### config.mk
export PLATFORM = sky130hd
export DESIGN_NAME = spec_fifo_readout_flat
export DESIGN_NICKNAME = d
export VERILOG_FILES = /design/src/rtl/spec_fifo_readout_if.sv /design/src/rtl/spec_fifo_readout.sv /design/src/flat_wrapper.sv
export SDC_FILE = /design/constraint.sdc
export NUM_CORES = 1
export LEC_CHECK = 0
export CAP_MARGIN = 25
export CELL_PAD_IN_SITES_DETAIL_PLACEMENT = 0
export CELL_PAD_IN_SITES_GLOBAL_PLACEMENT = 1
export CORE_MARGIN = 2
export CORE_UTILIZATION = 50
export DETAILED_ROUTE_END_ITERATION = 12
export PLACE_DENSITY_LB_ADDON = 0.1
export SYNTH_ARGS = -nofsm -noshare
export SYNTH_HDL_FRONTEND = slang
export SYNTH_SLANG_ARGS = --single-unit
export TNS_END_PERCENT = 10
### constraint.sdc
create_clock -name clk_i -period 27.7 [get_ports clk_i]
set_input_delay 4.155 -clock clk_i [delete_from_list [all_inputs] [get_ports clk_i]]
set_output_delay 4.155 -clock clk_i [all_outputs]
set_load 0.02 [all_outputs]
### src/rtl/spec_fifo_readout_if.sv
// FIFO read port and packed output lanes of the spectrum readout.
// master = readout block, slave = FIFO / host side.
interface spec_fifo_readout_if #(
  parameter int unsigned ACC_W = 32
);
  logic [ACC_W-1:0] fifo_dout_i;
  logic             fifo_empty_i;
  logic             fifo_rd_en_o;
  logic [15:0]      y0_o;
  logic [15:0]      y0z_o;
  logic [15:0]      y1_o;
  logic [15:0]      y1z_o;
  logic             data_valid_o;

  modport master (
    input  fifo_dout_i, fifo_empty_i,
    output fifo_rd_en_o, y0_o, y0z_o, y1_o, y1z_o, data_valid_o
  );

  modport slave (
    output fifo_dout_i, fifo_empty_i,
    input  fifo_rd_en_o, y0_o, y0z_o, y1_o, y1z_o, data_valid_o
  );
endinterface

### src/rtl/spec_fifo_readout.sv
// Drains one accumulated-spectrum frame from the FIFO and packs it two words per beat behind a header.
// Optional SPEC_FIFO_READOUT_CHECKSUM_EN appends a trailer beat carrying the 32-bit word sum.
module spec_fifo_readout #(
  parameter int unsigned ACC_W = 32,
  parameter logic [15:0] MAGIC = 16'hCCD1
) (
  input  logic                clk_i,
  input  logic                rst_i,
  input  logic                frame_start_i,
  input  logic [15:0]         n_range_bins_i,
  input  logic [15:0]         spec_lo_i,
  input  logic [15:0]         spec_hi_i,
  spec_fifo_readout_if.master bus,
  output logic                busy_o,
  output logic                done_o,
  output logic                overrun_o
);

`ifdef SPEC_FIFO_READOUT_CHECKSUM_EN
  typedef enum logic [2:0] {S_IDLE, S_HEADER, S_READ, S_TRAILER, S_DONE} state_t;
  localparam state_t S_AFTER_DATA = S_TRAILER;
`else
  typedef enum logic [2:0] {S_IDLE, S_HEADER, S_READ, S_DONE} state_t;
  localparam state_t S_AFTER_DATA = S_DONE;
`endif

  state_t state_q, state_d;

  logic [16:0]      nspec_d;
  logic [31:0]      total_d;
  logic [31:0]      total_q;
  logic [31:0]      req_q;
  logic [31:0]      ret_q;
  logic [ACC_W-1:0] even_q;
  logic             rd_pend_q;
  logic [15:0]      frame_cnt_q;
  logic             last_q;
  logic             rd_en;
  logic             start_ok;
  logic             word_last;
  logic [15:0]      y0_d, y0z_d, y1_d, y1z_d;
  logic             dv_d, last_d;
`ifdef SPEC_FIFO_READOUT_CHECKSUM_EN
  logic [31:0]      sum_q;
`endif

  // 17-bit span so hi=FFFF, lo=0 yields 65536 bins rather than wrapping to 0
  assign nspec_d  = (spec_hi_i >= spec_lo_i) ? ({1'b0, spec_hi_i} - {1'b0, spec_lo_i} + 17'd1) : '0;
  assign total_d  = 32'(n_range_bins_i) * 32'(nspec_d);
  assign start_ok = (state_q == S_IDLE) && frame_start_i;
  assign rd_en    = (state_q == S_READ) && !bus.fifo_empty_i && (req_q < total_q);

  assign bus.fifo_rd_en_o = rd_en;
  assign busy_o           = (state_q != S_IDLE);
  assign done_o           = (state_q == S_DONE);

  always_ff @(posedge clk_i) begin
    if (rst_i) state_q <= S_IDLE;
    else       state_q <= state_d;
  end

  // last_q marks the final data beat currently on the lanes; leave READ only after it is shown
  always_comb begin
    state_d = state_q;
    unique case (state_q)
      S_IDLE:    if (frame_start_i) state_d = S_HEADER;
      S_HEADER:  state_d = (total_q != '0) ? S_READ : S_AFTER_DATA;
      S_READ:    if (last_q) state_d = S_AFTER_DATA;
`ifdef SPEC_FIFO_READOUT_CHECKSUM_EN
      S_TRAILER: state_d = S_DONE;
`endif
      S_DONE:    state_d = S_IDLE;
      default:   state_d = S_IDLE;
    endcase
  end

  always_ff @(posedge clk_i) begin
    if (rst_i) begin
      total_q     <= '0;
      req_q       <= '0;
      ret_q       <= '0;
      even_q      <= '0;
      rd_pend_q   <= 1'b0;
      frame_cnt_q <= '0;
      overrun_o   <= 1'b0;
`ifdef SPEC_FIFO_READOUT_CHECKSUM_EN
      sum_q       <= '0;
`endif
    end else begin
      rd_pend_q <= rd_en;
      if (start_ok) begin
        total_q     <= total_d;
        req_q       <= '0;
        ret_q       <= '0;
        frame_cnt_q <= frame_cnt_q + 16'd1;
`ifdef SPEC_FIFO_READOUT_CHECKSUM_EN
        sum_q       <= '0;
`endif
      end else begin
        if (rd_en) req_q <= req_q + 32'd1;
        if (rd_pend_q) begin
          ret_q <= ret_q + 32'd1;
          if (!ret_q[0]) even_q <= bus.fifo_dout_i;
`ifdef SPEC_FIFO_READOUT_CHECKSUM_EN
          sum_q <= sum_q + bus.fifo_dout_i;
`endif
        end
      end
      if (frame_start_i && (state_q != S_IDLE)) overrun_o <= 1'b1;
    end
  end

  always_comb begin
    y0_d      = bus.y0_o;
    y0z_d     = bus.y0z_o;
    y1_d      = bus.y1_o;
    y1z_d     = bus.y1z_o;
    dv_d      = 1'b0;
    last_d    = 1'b0;
    word_last = ((ret_q + 32'd1) == total_q);
    if (start_ok) begin
      y0_d  = MAGIC;
      y0z_d = frame_cnt_q;
      y1_d  = n_range_bins_i;
      y1z_d = nspec_d[15:0];
      dv_d  = 1'b1;
    end else if (rd_pend_q) begin
      if (ret_q[0]) begin
        y0_d   = even_q[15:0];
        y0z_d  = even_q[ACC_W-1:16];
        y1_d   = bus.fifo_dout_i[15:0];
        y1z_d  = bus.fifo_dout_i[ACC_W-1:16];
        dv_d   = 1'b1;
        last_d = word_last;
      end else if (word_last) begin
        y0_d   = bus.fifo_dout_i[15:0];
        y0z_d  = bus.fifo_dout_i[ACC_W-1:16];
        y1_d   = '0;
        y1z_d  = '0;
        dv_d   = 1'b1;
        last_d = 1'b1;
      end
    end
`ifdef SPEC_FIFO_READOUT_CHECKSUM_EN
    else if (((state_q == S_READ) && last_q) || ((state_q == S_HEADER) && (total_q == '0))) begin
      y0_d           = ~MAGIC;
      y0z_d          = frame_cnt_q - 16'd1;
      {y1z_d, y1_d}  = sum_q;
      dv_d           = 1'b1;
    end
`endif
  end

  always_ff @(posedge clk_i) begin
    if (rst_i) begin
      bus.y0_o         <= '0;
      bus.y0z_o        <= '0;
      bus.y1_o         <= '0;
      bus.y1z_o        <= '0;
      bus.data_valid_o <= 1'b0;
      last_q           <= 1'b0;
    end else begin
      bus.y0_o         <= y0_d;
      bus.y0z_o        <= y0z_d;
      bus.y1_o         <= y1_d;
      bus.y1z_o        <= y1z_d;
      bus.data_valid_o <= dv_d;
      last_q           <= last_d;
    end
  end

endmodule

### src/flat_wrapper.sv
// flat-port wrapper written by rule: the top's interface ports become plain ports
module spec_fifo_readout_flat 
#(
  parameter int unsigned ACC_W = 32,
  parameter logic [15:0] MAGIC = 16'hCCD1
)
  (clk_i, rst_i, frame_start_i, n_range_bins_i, spec_lo_i, spec_hi_i, busy_o, done_o, overrun_o, bus_fifo_dout_i, bus_fifo_empty_i, bus_fifo_rd_en_o, bus_y0_o, bus_y0z_o, bus_y1_o, bus_y1z_o, bus_data_valid_o);
  spec_fifo_readout_if #(.ACC_W(ACC_W)) bus_i ();
  input  logic clk_i;
  input  logic rst_i;
  input  logic frame_start_i;
  input  logic [15:0] n_range_bins_i;
  input  logic [15:0] spec_lo_i;
  input  logic [15:0] spec_hi_i;
  output logic busy_o;
  output logic done_o;
  output logic overrun_o;
  input wire logic [$bits(bus_i.fifo_dout_i)-1:0] bus_fifo_dout_i;
  input wire logic [$bits(bus_i.fifo_empty_i)-1:0] bus_fifo_empty_i;
  output wire logic [$bits(bus_i.fifo_rd_en_o)-1:0] bus_fifo_rd_en_o;
  output wire logic [$bits(bus_i.y0_o)-1:0] bus_y0_o;
  output wire logic [$bits(bus_i.y0z_o)-1:0] bus_y0z_o;
  output wire logic [$bits(bus_i.y1_o)-1:0] bus_y1_o;
  output wire logic [$bits(bus_i.y1z_o)-1:0] bus_y1z_o;
  output wire logic [$bits(bus_i.data_valid_o)-1:0] bus_data_valid_o;
  assign bus_i.fifo_dout_i = bus_fifo_dout_i;
  assign bus_i.fifo_empty_i = bus_fifo_empty_i;
  assign bus_fifo_rd_en_o = bus_i.fifo_rd_en_o;
  assign bus_y0_o = bus_i.y0_o;
  assign bus_y0z_o = bus_i.y0z_o;
  assign bus_y1_o = bus_i.y1_o;
  assign bus_y1z_o = bus_i.y1z_o;
  assign bus_data_valid_o = bus_i.data_valid_o;
  spec_fifo_readout #(.ACC_W(ACC_W), .MAGIC(MAGIC)) u_core (.clk_i(clk_i), .rst_i(rst_i), .frame_start_i(frame_start_i), .n_range_bins_i(n_range_bins_i), .spec_lo_i(spec_lo_i), .spec_hi_i(spec_hi_i), .bus(bus_i), .busy_o(busy_o), .done_o(done_o), .overrun_o(overrun_o));
endmodule
Fig. 1: congestion heat map
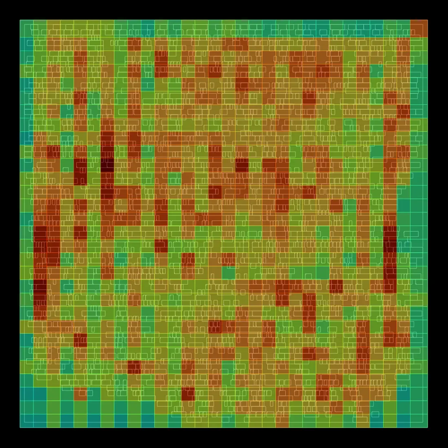
wire length per cell: 18.8 microns
met2 GRT Util: 46.4%
grt peak-use layer: met2

Fig. 2: drive-strength map
Bar = 50 microns.
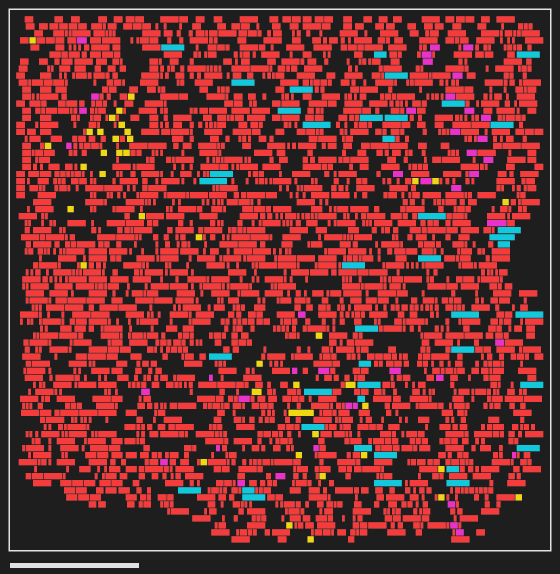
| colour | size | cells | share |
|---|---|---|---|
| yellow | _3 and _4 cells | 40 | 1.5% |
| cyan | _6 and larger | 41 | 1.6% |
| magenta | _2 cells | 42 | 1.6% |
| red | _0 and _1 cells | 2494 | 95% |

Fig. 3: met2 routing
Bar = 50 microns. Cells faint in the background.
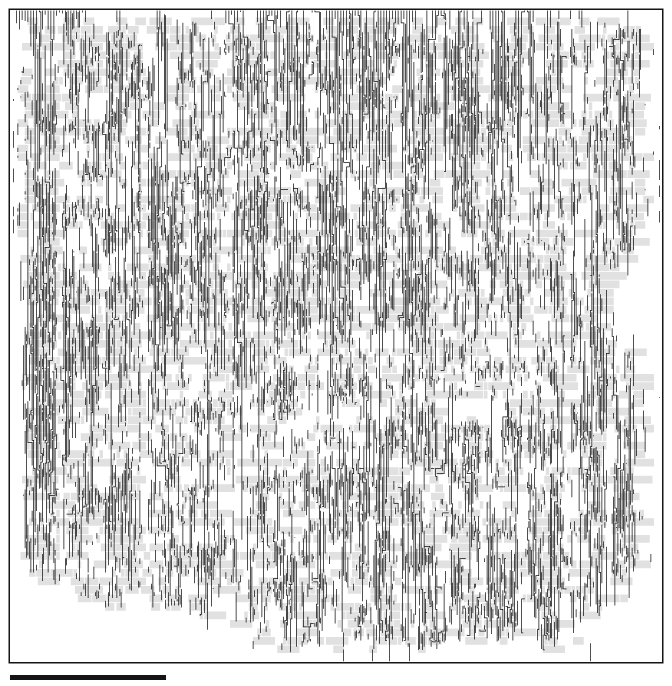
nets with wire on the layer: 2545
longest straight run: 75.0 microns

Fig. 4: a small window of the routed layout
Bar = 10 microns. Region (84, 43) to (124, 83) microns. Cells in grey, sequential cells in the stronger grey; small squares are vias.
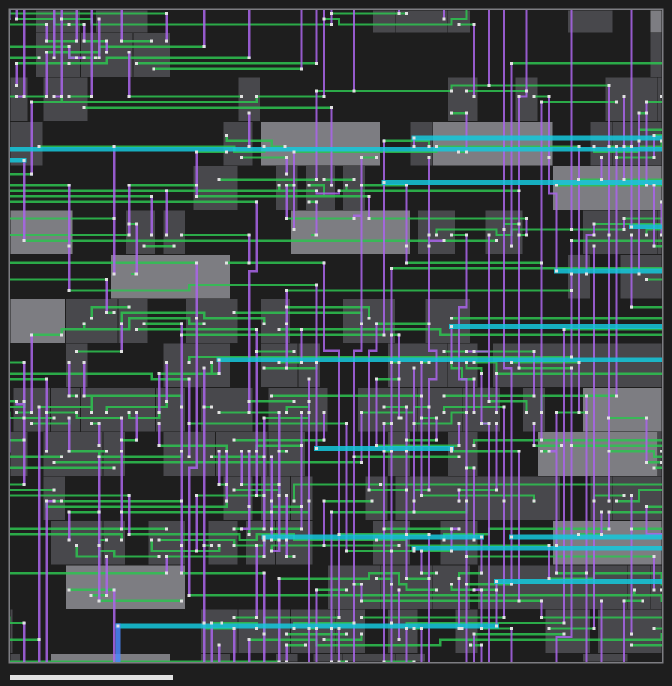
| colour | layer |
|---|---|
| purple | metal 2 |
| cyan | metal 3 |
| blue | metal 4 |
| green | metal 1 |
sequential cells in the window: 10
cells with their middle in the window: 98
most frequent: nand2_1 (13), dfxtp_1 (10), xnor2_1 (8)
netlist names of flops here include: u_core.total_q (5), u_core.ret_q (2), u_core.state_q (2)

Fig. 5: M1 wires
Bar = 50 microns. Supply wires on this layer in grey. Cells faint in the background.
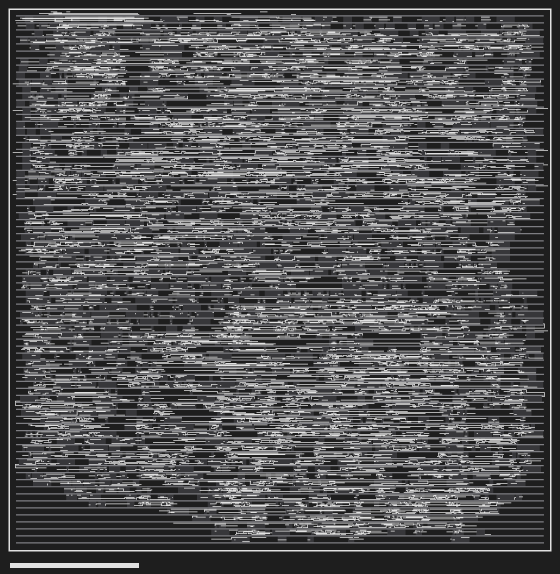
nets with wire on the layer: 2833
longest straight run: 60.3 microns
main direction: horizontal

==> layout by cell type, fill, tap and decap left out, types with 66 or more instances in the layout <==
cell type / synthesis / layout
xnor2_1: 66 / 66
inv_1: 326 / 326
o21ai_0: 75 / 75
fa_1: 215 / 215
dfxtp_1: 214 / 213
nand2_1: 356 / 354
and2_1: 131 / 131
ha_1: 172 / 172
nor2_1: 105 / 104
clkdlybuf4s50_1: 0 / 151
a21oi_1: 153 / 153
==> per-stage QoR <==
| stage | util, % | std cells | total power (W) | setup WS, ns | area (sq um) |
|---|---|---|---|---|---|
| floorplan | - | 2511 | 0.00170 | 15.16 | 21000 |
| global placement | 55.1 | 3108 | 0.00209 | 13.82 | 23000 |
| detailed placement | 55.2 | 3109 | 0.00212 | 13.61 | 23000 |
| CTS | 57.5 | 3154 | 0.00252 | 14.14 | 23900 |
| global route | 57.5 | 3156 | 0.00278 | 13.49 | 24000 |
| finish | 57.5 | 3156 | 0.00250 | 14.12 | 24000 |
==> flip-flops by register name, summed over array words and instances, names as in the netlist <==
signal,cells
u_core.bus.y1z_o,16
u_core.ret_q,32
u_core.bus.y1_o,16
u_core.even_q,32
u_core.frame_cnt_q,16
u_core.overrun_o,1
u_core.state_q,2
u_core.bus.y0z_o,16
u_core.rd_pend_q,1
u_core.req_q,32
u_core.total_q,32
u_core.bus.data_valid_o,1
u_core.bus.y0_o,16
u_core.last_q,1
==> critical path, delay by kind of cell <==
family	cells	cell delay, ns
fa+ha+maj	10	4.41
compound gates	10	2.52
simple gates	7	1.73
buf+inv	7	1.04
xor+xnor	1	0.13
==> Yosys cell counts (all sizes together) (10+ instances only) <==
| cell | n | share of area (%) |
|---|---|---|
| a211oi | 23 | 0.82 |
| a21o | 28 | 1.0 |
| a21oi | 153 | 3.6 |
| a311oi | 11 | 0.46 |
| and2 | 132 | 3.9 |
| and3 | 25 | 0.74 |
| buf | 29 | 0.73 |
| clkbuf | 101 | 1.8 |
| dfxtp | 214 | 20 |
| fa | 215 | 20 |
| ha | 172 | 10 |
| inv | 326 | 5.8 |
| mux2 | 17 | 0.91 |
| mux2i | 41 | 2.0 |
| nand2 | 356 | 6.4 |
| nand3 | 53 | 1.3 |
| nand4 | 35 | 1.1 |
| nor2 | 106 | 1.9 |
| nor3 | 42 | 1.0 |
| nor4 | 23 | 0.74 |
| o211a | 24 | 1.1 |
| o211ai | 11 | 0.39 |
| o21ai | 93 | 2.2 |
| o41ai | 10 | 0.51 |
| or3 | 35 | 1.0 |
| or4 | 12 | 0.45 |
| xnor2 | 66 | 2.8 |
| xor2 | 52 | 2.2 |
==> logic make-up after synthesis <==
logic type                 after synthesis
AOI/OAI and AO/OA                      422
xor gates and xnor gates               118
adders and majority gates              387
buffers and inverters                  456
DFF                                    214
muxes                                   58
and+or+nand+nor                        856
==> report_power, final <==
| group | internal (W) | switching [W] |
|---|---|---|
| combinational | 0.000726 | 0.00101 |
| sequential | 0.000346 | 0.0000345 |
| clock | 0.000246 | 0.000139 |
| total | 0.00132 | 0.00118 |
==> impl_metrics.yaml <==
# flow metrics
grt:
  grt_use_met3_pct: 1.88
  grt_pass1_wl_mm: 95.7
  grt_util_met1_pct: 37.5
  grtUsageTotal_pct: 27.1
floorplan:
  fp_util_pct: 50.4
  die_x_microns: 209
  coreArea_sq_mm: 0.0417
  nWellTaps: 539
outcome:
  status: "completed"
drt:
  firstDrtPassIters: 5
  vias: 17800
  finalWirelength_mm: 59.2
  ant_nets: 0
  drt-initial-drc-count: 1188
  routed_via_density: 5.64
  drt-met1-wl_mm: 27.0
timing:
  fmax_ghz: 0.0737
  min_period_ns: 13.58
  hold_viol: 0
  post-route-period-util_pct: 49.0
  setup_viol: 0
  worst_pin_slew_ns: 1.10
  clock_skew_ns: 0.0145
  relSlewSlack_pct: 26.6
  setup_tns_ns: 0
hold_path:
  min_from: "u_core.even_q[26]"
  min_path_cells: 2
  holdCritPathClass: "register to register"
finish:
  seq_share_pct: 17.9
  drive_gt1_share_pct: 4.70
  biggestCellCategory: "logic gates"
  ff_count: 214
  finalNetCount: 3070
  sh_comb_area_pct: 62.5
  comb_area_sq_mm: 0.0150
  fillers: 3880
  clkCellAreaFrac_pct: 3.97
  syn2layout_area_growth_pct: 14.0
  seqCellArea_sq_mm: 0.00429
  bufAreaShareNonClock_pct: 7.69
clock_network:
  cts_sinks: 214
  ctsLongestPathBuffers: 3
  clkLatencyLatePin_ns: 0.54
  root_buffer: "clkbuf_16"
  cts-buffers-inserted: 25
  clkTransAtPathRegs_ns: 0.06
  post_cts_buffers: 0
synthesis:
  synth-async-reset-ratio_pct: 0
  topCombFamilyByArea: "adder cells"
  ys_chip_area_sq_mm: 0.0210
  yosys_cells: 2511
  synth_flops: 214
  synth_nets: 2982
  ys_sh_simple_pct: 19.9
  yosys_most_used_dff: "dfxtp_1"
  ys_sh_mux_pct: 2.86
  synth.distinct_cells: 72
  ys_seq_share_pct: 20.4
  synthXorXnorAreaFrac_pct: 4.92
  ys_sh_aoi_pct: 12.9
setup_path:
  end_kind: "register"
  r2r_cells: 12
  cp_common_cell: "fa_1"
  r2r_start: "u_core.ret_q[0]"
  r2r_slack_ns: 22.75
  required_ns: 28.13
  cp_max_fo: 10
  worstReg2RegEnd: "u_core.bus.y1z_o[13]"
  slowest_stage: "nor2_1"
  max_stage_delay_ns: 0.61
  endpoint: "u_core.total_q[29]"
place:
  hpwl_mm: 44.5
  portBuffers: 152
job:
  maxCapViolCount: 0
  warnings: 38
pwr:
  leakage_nw: 10.4
  powerDensity_mw_per_mm2: 104
  peakVddDrop_mv: 0.117
No activity file was given, so power comes from the tool's default toggle rates.
